**src/rtl/seq_divider.sv**
```systemverilog
// Sequential restoring divider: 2W-bit dividend by W-bit divisor, one quotient bit per clock.
// Start/busy/done handshake; registered results are held until the next result edge.
module seq_divider #(
   parameter int unsigned W = 4
) (
   input  logic           clk,
   input  logic           rst_n,
   input  logic           start,
   input  logic [2*W-1:0] dividend,
   input  logic [W-1:0]   divisor,
   output logic [2*W-1:0] quotient,
   output logic [W-1:0]   remainder,
   output logic           busy,
   output logic           done,
   output logic           div_by_zero
);

   localparam int unsigned CntW = $clog2(2 * W) + 1;

   typedef enum logic [1:0] {StIdle, StBusy, StDone} state_e;

   state_e          state_q;
   logic [2*W-1:0]  dvd_q;
   logic [2*W-1:0]  quo_q;
   logic [W-1:0]    dsr_q;
   logic [W-1:0]    rem_q;
   logic [CntW-1:0] cnt_q;

   logic [W:0]      p;
   logic            ge;
   logic [W-1:0]    rem_next;
   logic [2*W-1:0]  quo_next;
   logic            last;

   // After a subtraction the result is below the divisor, so W bits of P are enough.
   always_comb begin
      p        = {rem_q, dvd_q[2*W-1]};
      ge       = (p >= {1'b0, dsr_q});
      rem_next = ge ? (p[W-1:0] - dsr_q) : p[W-1:0];
      quo_next = {quo_q[2*W-2:0], ge};
      last     = (cnt_q == CntW'(2 * W - 1));
   end

   always_ff @(posedge clk) begin
      if (!rst_n) begin
         state_q     <= StIdle;
         dvd_q       <= '0;
         quo_q       <= '0;
         dsr_q       <= '0;
         rem_q       <= '0;
         cnt_q       <= '0;
         quotient    <= '0;
         remainder   <= '0;
         busy        <= 1'b0;
         done        <= 1'b0;
         div_by_zero <= 1'b0;
      end else begin
         case (state_q)
            StIdle, StDone: begin
               done <= 1'b0;
               if (start) begin
                  dvd_q       <= dividend;
                  dsr_q       <= divisor;
                  rem_q       <= '0;
                  quo_q       <= '0;
                  cnt_q       <= '0;
                  busy        <= 1'b1;
                  div_by_zero <= 1'b0;
                  state_q     <= StBusy;
               end else begin
                  state_q <= StIdle;
               end
            end
            StBusy: begin
               if (dsr_q == '0) begin
                  quotient    <= '1;
                  remainder   <= '0;
                  div_by_zero <= 1'b1;
                  done        <= 1'b1;
                  busy        <= 1'b0;
                  state_q     <= StDone;
               end else begin
                  rem_q <= rem_next;
                  dvd_q <= {dvd_q[2*W-2:0], 1'b0};
                  quo_q <= quo_next;
                  cnt_q <= cnt_q + CntW'(1);
                  if (last) begin
                     quotient  <= quo_next;
                     remainder <= rem_next;
                     done      <= 1'b1;
                     busy      <= 1'b0;
                     state_q   <= StDone;
                  end
               end
            end
            default: state_q <= StIdle;
         endcase
      end
   end

endmodule

```
**config.mk**
```make
export PLATFORM = sky130hd
export DESIGN_NAME = seq_divider
export DESIGN_NICKNAME = d
export VERILOG_FILES = /design/src/rtl/seq_divider.sv
export SDC_FILE = /design/constraint.sdc
export NUM_CORES = 1
export LEC_CHECK = 0
export ABC_AREA = 1
export CAP_MARGIN = 20
export CORE_UTILIZATION = 31
export CTS_BUF_LIST = sky130_fd_sc_hd__clkbuf_4 sky130_fd_sc_hd__clkbuf_8
export DETAILED_ROUTE_END_ITERATION = 10
export GPL_ROUTABILITY_DRIVEN = 0
export GPL_TIMING_DRIVEN = 0
export PLACE_DENSITY = 0.49
export SETUP_SLACK_MARGIN = 0.1
export SYNTH_ARGS = -nofsm -noshare
export SYNTH_HDL_FRONTEND = slang
export SYNTH_SLANG_ARGS = --single-unit
```
**constraint.sdc**
```tcl
create_clock -name clk -period 1.6 [get_ports clk]
set_input_delay 0.32 -clock clk [delete_from_list [all_inputs] [get_ports clk]]
set_output_delay 0.32 -clock clk [all_outputs]
set_load 0.005 [all_outputs]
```
**Run 1: clock network drawn from the DEF**

Bar = 20 um.
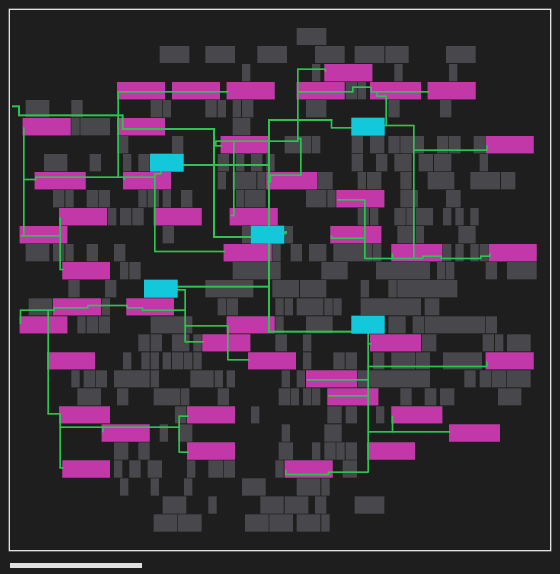
green -> clock wires  # length 616 um
cyan -> clock drivers  # count 5
magenta -> flip-flops  # count 44
routed clock nets = 6
flops lie = all over the die

**Run 1: met3 routing**

Bar = 20 um.
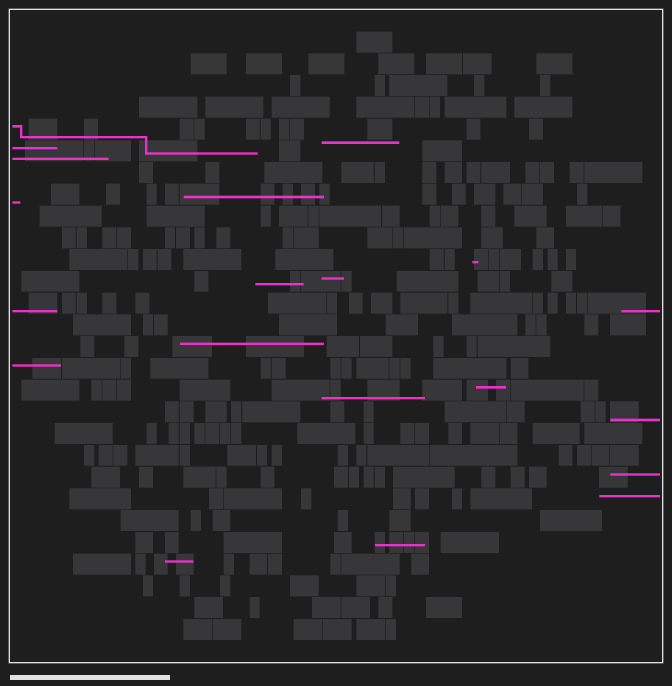
longest straight run = 17.7 um
main direction = horizontal
share of all routed wire = 3.4%
wire length on this layer = 164 um

**Run 1: routed metal, one colour a layer**

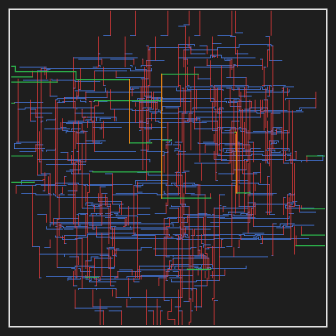
red -> metal 2  # wire length 2220 um
green -> metal 3  # wire length 164 um
blue -> metal 1  # wire length 2340 um
orange -> metal 4  # wire length 63.9 um

==> impl_metrics.toml, run 1 <==
# generated from flow reports
[worst_setup_path]
worstSetupStartpointType = "register"
endpoint = "remainder[2]"
critical-path-max-stage-delay_ps = 340
path_max_fanout = 6
ff2ff_setup_slack_ps = 150
cp_top_family = "simple AND/OR/NAND/NOR gates"
critPathCaptureType = "register"
path_cells = "inv_4 > ha_4 > nand2_2 > inv_2 > nand2_1 > nand2_1 > nand2_2 > nand2_4 > nand2_2 > nand2_2 > nand2_1 > a21oi_2"
r2r_cells = 12
critical_path_buf_inv_count = 2
required_ps = 1850
startpoint = "dsr_q[2]"
cp.arrival_ps = 1700
crit_type = "reg2reg"
crit_cells = 12
r2r_end = "remainder[2]"
critPathMostFrequentCell = "nand2_2"
cp_slowest_cell = "dfxtp_2"

[cells_and_area]
fillCellCount = 620
fin_nets = 311
instances_no_fill = 364
inv_count = 18
area_growth_pct = 34.52
drive_gt1_frac = 0.2561
finish.utilization = 0.4377
layout.non_clock_buffers = 46
logic_area_sq_um = 1031
largest_class = "combinational gates"
mostFrequentLayoutCell = "nand2_1"
ff_latch_area_sq_um = 894.6
layout_top_cells = "46 x nand2_1, 33 x dfxtp_1, 22 x a21oi_1, 22 x nor2_1, 18 x clkdlybuf4s50_1"
fin_area_sq_um = 2638
num-clock-buffers = 5
reg_top3 = "dvd_q (8), quotient (8), quo_q (7)"
antenna_cells = 0
num-multi-input-gates = 175
flop-count = 44
sh_seq_area = 0.3392

[global_route]
grt_max_degree = 13
busiest_layer = "met2"
grt_overflow = 0
use_met3 = 0.04889
grt_pass1_wl_um = 7990
track_usage = 0.1618
use_met2 = 0.2633
antenna_found_initial = 0
grt_pass1_vias = 1659

[synthesis]
netlist_area_sq_um = 1961
xor_area_frac = 0.004467
syn_inst = 247
ys_sh_adder = 0.04212
synth-edff-count = 0
yosys-top-cells-count = "51 x nand2_1, 44 x dfxtp_1, 23 x nor2_1"
simple_gate_share = 0.2636
syn_avg_cell_area_sq_um = 7.938
async_reset_ff_frac = 0
yosysTopAreaCell = "dfxtp_1"
synthAoiAreaFrac = 0.1710
seq_area_frac_synth = 0.4493
yosysWarnings = 0
ys_types = 30
synth-main-ff-cell = "dfxtp_1"
yosys-stat-area_sq_um = 1961
synth_flops = 44
synth.area.top_cells = "dfxtp_1 45%, nand2_1 9.8%, a21oi_1 5.6%"
yosysMostFrequentCell = "nand2_1"
topCombFamilyByArea = "simple AND/OR/NAND/NOR gates"
syn_nets = 268
synth.area.mux_share = 0

[clock_network]
cts_tree = "yes"
cts.sinks = 44
cts_htree_levels = 2
cts-root-buf = "clkbuf_8"
clock_latency_ps = 300
cts_resized = 13
cts_made_buffers = 5
postCtsSetupBuffers = 3
clk_pin_slew_ps = 90
clock_path_buffers = 2
hold_buffers = 0

[detailed_routing]
dr_wl_met3_um = 164
viasPerCell = 4.720
postRouteAntennaNets = 0
wl_met2_um = 2218
drc_errors = 0
wl_um = 4790
first_pass_iters = 4
drt-met1-wl_um = 2343
wl_per_cell_um = 13.16
vias = 1718

[hold_path]
hold_class = "in2reg"
worstHoldPathCells = 3
worstHoldStart = "rst_n"
hold_path_end = "dvd_q[7]"

[flow_run]
maxCapViolations = 0
warnings = 27

[pwr]
comb_power_share = 0.239
total_power_w = 0.002714
power.switching_w = 0.0008028
powerClk_w = 0.000825
p_comb_w = 0.000650
p_leak_nw = 1.188
seq_power_w = 0.00124
switching_share = 0.2957
p_seq_frac = 0.457
power-top-group = "registers"
p_int_w = 0.001912
ir_worst_vdd_uv = 486.5

[timing]
setup_violations = 0
period_used_share = 0.9077
fin_worst_hold_slack_ps = 351.6
final.setup.tns_ps = 0
fin_worst_skew_ps = 15.52
setup_ws_ps = 147.7
post-route-min-period_ps = 1452
fmax_ghz = 0.6885
worst_pin_slew_ps = 458.7
rsz0062_at_grt = "yes"
hold_viol_final = 0
slew_viol_final = 0
slew_headroom = 0.6942

[placement]
numPortBuffers = 28
placed_cell_area_sq_um = 2335
dp.cells = 350
post-place-ws_ps = -10.14
dp_hpwl_um = 3297

[floorplanning]
core_area_sq_um = 6026
taps = 75
ioPinCount = 30
die_w_um = 81.53
placementRows = 28
die_y_um = 81.53
chipArea_sq_um = 6646
initCoreUtil = 0.3254

[status]
status = "finished clean"
**Run 1: metal 2**

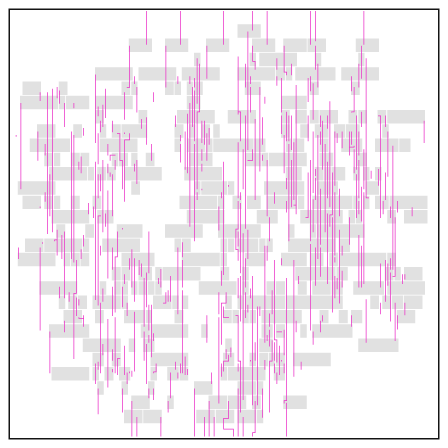

==> inputs of run 2 (changes only) <==
Settings changed: ABC_CLOCK_PERIOD_IN_PS from default to 1600, CORE_UTILIZATION 31 to 40, PLACE_DENSITY 0.49 to 0.6.
**Run 2: metal 2**

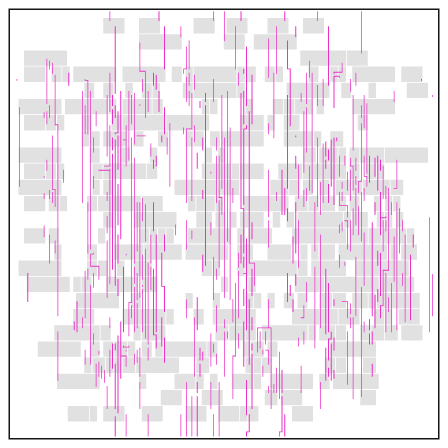
main direction = vertical
wire length on this layer = 2210 um

==> impl_metrics.toml, run 2 <==
# generated from flow reports
[detailed_routing]
viasPerCell = 4.961
drc_errors = 0
wl_met2_um = 2213
wl_per_cell_um = 13.15
first_pass_iters = 4
vias = 1771
drt-met1-wl_um = 2257

[timing]
worst_pin_slew_ps = 410.1
rsz0062_at_grt = "yes"
setup_violations = 0
hold_viol_final = 0
fmax_ghz = 0.6717
fin_worst_hold_slack_ps = 345.4
period_used_share = 0.9305
fin_worst_skew_ps = 6.991
slew_viol_final = 0
setup_ws_ps = 111.2
final.setup.tns_ps = 0
slew_headroom = 0.7266

[synthesis]
yosysMostFrequentCell = "nand2_1"
ys_types = 30
syn_avg_cell_area_sq_um = 7.938
yosys-top-cells-count = "51 x nand2_1, 44 x dfxtp_1, 23 x nor2_1"
synth-edff-count = 0
synth-main-ff-cell = "dfxtp_1"
async_reset_ff_frac = 0
seq_area_frac_synth = 0.4493
yosysTopAreaCell = "dfxtp_1"
synthAoiAreaFrac = 0.1710
simple_gate_share = 0.2636
syn_inst = 247
synth_flops = 44
yosys-stat-area_sq_um = 1961
syn_nets = 268
netlist_area_sq_um = 1961
synth.area.mux_share = 0
topCombFamilyByArea = "simple AND/OR/NAND/NOR gates"

[pwr]
total_power_w = 0.002581
seq_power_w = 0.00124
p_comb_w = 0.000660
switching_share = 0.3114
power.switching_w = 0.0008036
p_int_w = 0.001777
powerClk_w = 0.000680
ir_worst_vdd_uv = 598.3
comb_power_share = 0.256

[cells_and_area]
reg_top3 = "dvd_q (8), quotient (8), quo_q (7)"
layout.non_clock_buffers = 45
mostFrequentLayoutCell = "nand2_1"
largest_class = "combinational gates"
fillCellCount = 464
layout_top_cells = "46 x nand2_1, 35 x dfxtp_1, 28 x clkdlybuf4s50_1"
fin_nets = 311
inv_count = 18
flop-count = 44
logic_area_sq_um = 1045
fin_area_sq_um = 2579
area_growth_pct = 31.53
sh_seq_area = 0.3469
num-multi-input-gates = 176
drive_gt1_frac = 0.2517
finish.utilization = 0.5460

[worst_setup_path]
r2r_end = "rem_q[2]"
cp_top_family = "simple AND/OR/NAND/NOR gates"
cp.arrival_ps = 1730
path_max_fanout = 6
crit_type = "reg2reg"
endpoint = "rem_q[2]"
r2r_cells = 12
startpoint = "dsr_q[2]"
critical_path_buf_inv_count = 2
path_cells = "inv_4 > ha_4 > nand2_2 > inv_2 > nand2_1 > nand2_1 > nand2_2 > nand2_4 > nand2_2 > nand2_2 > nand2_1 > a21oi_2"
cp_slowest_cell = "dfxtp_2"
required_ps = 1840
critical-path-max-stage-delay_ps = 340
crit_cells = 12

[hold_path]
worstHoldPathCells = 3
hold_class = "in2reg"
worstHoldStart = "rst_n"
hold_path_end = "dvd_q[7]"

[global_route]
use_met2 = 0.3134
grt_pass1_wl_um = 7534
grt_max_degree = 13
use_met3 = 0.03472
grt_overflow = 0
antenna_found_initial = 0
busiest_layer = "met2"

[clock_network]
postCtsSetupBuffers = 0
cts_htree_levels = 2
cts_made_buffers = 5
cts_tree = "yes"
cts.sinks = 44
clock_latency_ps = 300
clock_path_buffers = 2
clk_pin_slew_ps = 80

[placement]
dp_hpwl_um = 3114
placed_cell_area_sq_um = 2325

[status]
status = "finished clean"

[floorplanning]
chipArea_sq_um = 5185
taps = 67
core_area_sq_um = 4723
ioPinCount = 30
placementRows = 25
die_y_um = 72.01
die_w_um = 72.01

[flow_run]
maxCapViolations = 0
**Run 2: routed metal, one colour a layer**

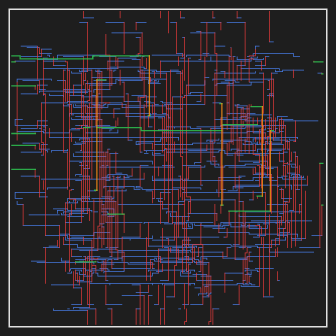

==> inputs of run 3 (changes only) <==
Settings changed: CORE_UTILIZATION 40 to 39, PLACE_DENSITY 0.6 to 0.59.
**Run 3: routed metal, one colour a layer**

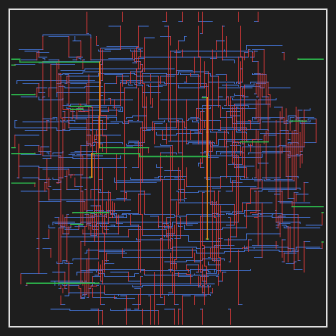
orange -> metal 4  # wire length 57.8 um
blue -> metal 1  # wire length 2300 um
green -> metal 3  # wire length 137 um
red -> metal 2  # wire length 2250 um

==> impl_metrics.toml, run 3 <==
# generated from flow reports
[clock_network]
clock_latency_ps = 300
cts_made_buffers = 5
cts_resized = 10
clock_path_buffers = 2
cts_tree = "yes"
hold_buffers = 0
cts_htree_levels = 2
clk_pin_slew_ps = 80
postCtsSetupBuffers = 1
cts.sinks = 44
cts-root-buf = "clkbuf_8"

[worst_setup_path]
critPathMostFrequentCell = "nand2_2"
r2r-start = "dsr_q[2]"
critPathCaptureType = "register"
path_max_fanout = 5
path_cells = "inv_4 > ha_4 > nand2_2 > inv_2 > nand2_2 > nand2_2 > nand2_4 > buf_6 > nand3b_1 > nand3_1 > a21oi_2"
ff2ff_setup_slack_ps = 90
r2r_end = "rem_q[3]"
cp_slowest_cell = "dfxtp_2"
crit_type = "reg2reg"
required_ps = 1830
startpoint = "dsr_q[2]"
cp.arrival_ps = 1740
crit_cells = 11
cp_top_family = "simple AND/OR/NAND/NOR gates"
r2r_cells = 11
critical-path-max-stage-delay_ps = 350
critical_path_buf_inv_count = 3
endpoint = "rem_q[3]"

[timing]
worst_pin_slew_ps = 427.7
slew_headroom = 0.7148
final.setup.tns_ps = 0
fmax_ghz = 0.6616
slew_viol_final = 0
period_used_share = 0.9447
fin_worst_skew_ps = 9.011
fin_worst_hold_slack_ps = 347.7
setup_violations = 0
setup_ws_ps = 88.53
post-route-min-period_ps = 1511
rsz0062_at_grt = "yes"
hold_viol_final = 0

[status]
status = "finished clean"

[synthesis]
synth_flops = 44
yosys-top-cells-count = "51 x nand2_1, 44 x dfxtp_1, 23 x nor2_1"
synth.area.top_cells = "dfxtp_1 45%, nand2_1 9.8%, a21oi_1 5.6%"
top_area_frac = 0.4493
yosysWarnings = 0
simple_gate_share = 0.2636
netlist_area_sq_um = 1961
async_reset_ff_frac = 0
syn_nets = 268
ys_types = 30
yosysMostFrequentCell = "nand2_1"
synth-main-ff-cell = "dfxtp_1"
ys_sh_adder = 0.04212
synth.area.mux_share = 0
yosysTopAreaCell = "dfxtp_1"
yosys-stat-area_sq_um = 1961
synth-edff-count = 0
syn_inst = 247
synthAoiAreaFrac = 0.1710
yosys_cells = 247
syn_avg_cell_area_sq_um = 7.938
seq_area_frac_synth = 0.4493
topCombFamilyByArea = "simple AND/OR/NAND/NOR gates"

[pwr]
switching_share = 0.3203
total_power_w = 0.002644
p_clk_frac = 0.261
powerClk_w = 0.000691
p_int_w = 0.001797
power-top-group = "registers"
p_comb_w = 0.000713
ir_worst_vdd_uv = 577.3
p_seq_frac = 0.469
powerDensity_nw_per_um2 = 1001
comb_power_share = 0.270
seq_power_w = 0.00124
power.switching_w = 0.0008468

[floorplanning]
ioPinCount = 30
die_y_um = 72.91
core_area_sq_um = 4786
die_w_um = 72.91
initCoreUtil = 0.4097
placementRows = 25
chipArea_sq_um = 5315
taps = 67

[detailed_routing]
first_pass_iters = 4
postRouteAntennaNets = 0
wl_per_cell_um = 13.19
wl_um = 4749
drt-met1-wl_um = 2303
viasPerCell = 4.967
drtIter0Drc = 98
dr_wl_met3_um = 136
highest_layer = "met4"
wl_met2_um = 2251
vias = 1788
drc_errors = 0

[cells_and_area]
largest_class = "combinational gates"
ff_latch_area_sq_um = 895.9
layout.non_clock_buffers = 48
mostFrequentLayoutCell = "nand2_1"
drive_gt1_frac = 0.3038
num-clock-buffers = 5
nonClkBufAreaFrac = 0.1630
fin_nets = 313
comb_share = 0.4052
reg_top3 = "dvd_q (8), quotient (8), quo_q (7)"
layout_top_cells = "43 x nand2_1, 32 x dfxtp_1, 27 x clkdlybuf4s50_1"
num-multi-input-gates = 175
clk_share = 0.03318
antenna_cells = 0
fin_area_sq_um = 2640
finish.utilization = 0.5516
instances_no_fill = 360
inv_count = 18
flop-count = 44
logic_area_sq_um = 1070
area_growth_pct = 34.65
sh_seq_area = 0.3393
fillCellCount = 459

[hold_path]
hold_path_end = "dvd_q[7]"
hold_class = "in2reg"
worstHoldStart = "rst_n"
worstHoldPathCells = 3

[global_route]
grt_max_degree = 15
grt_overflow = 0
busiest_layer = "met2"
grt.met1_usage = 0.2502
grt_pass1_wl_um = 7555
antenna_found_initial = 0
use_met3 = 0.03315
track_usage = 0.1870
use_met2 = 0.3032

[placement]
placed_cell_area_sq_um = 2325
dp_hpwl_um = 3108
post-place-ws_ps = -48.64

[flow_run]
warnings = 28
maxCapViolations = 0

==> gallery <==
Track usage over the die.
(a)
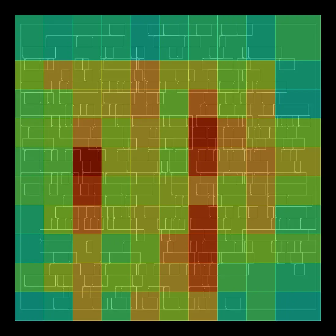
(b)
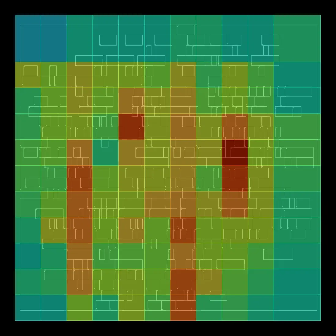
(c)
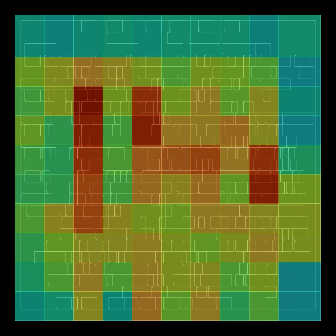
| from | picture |
|---|---|
| run 1 | (b) |
| run 3 | (a) |
| run 2 | (c) |
The one with the lowest utilization is (b).
The one with the lowest track usage is (b).

Power figures rest on the tool's default switching activity, not on a simulated workload.
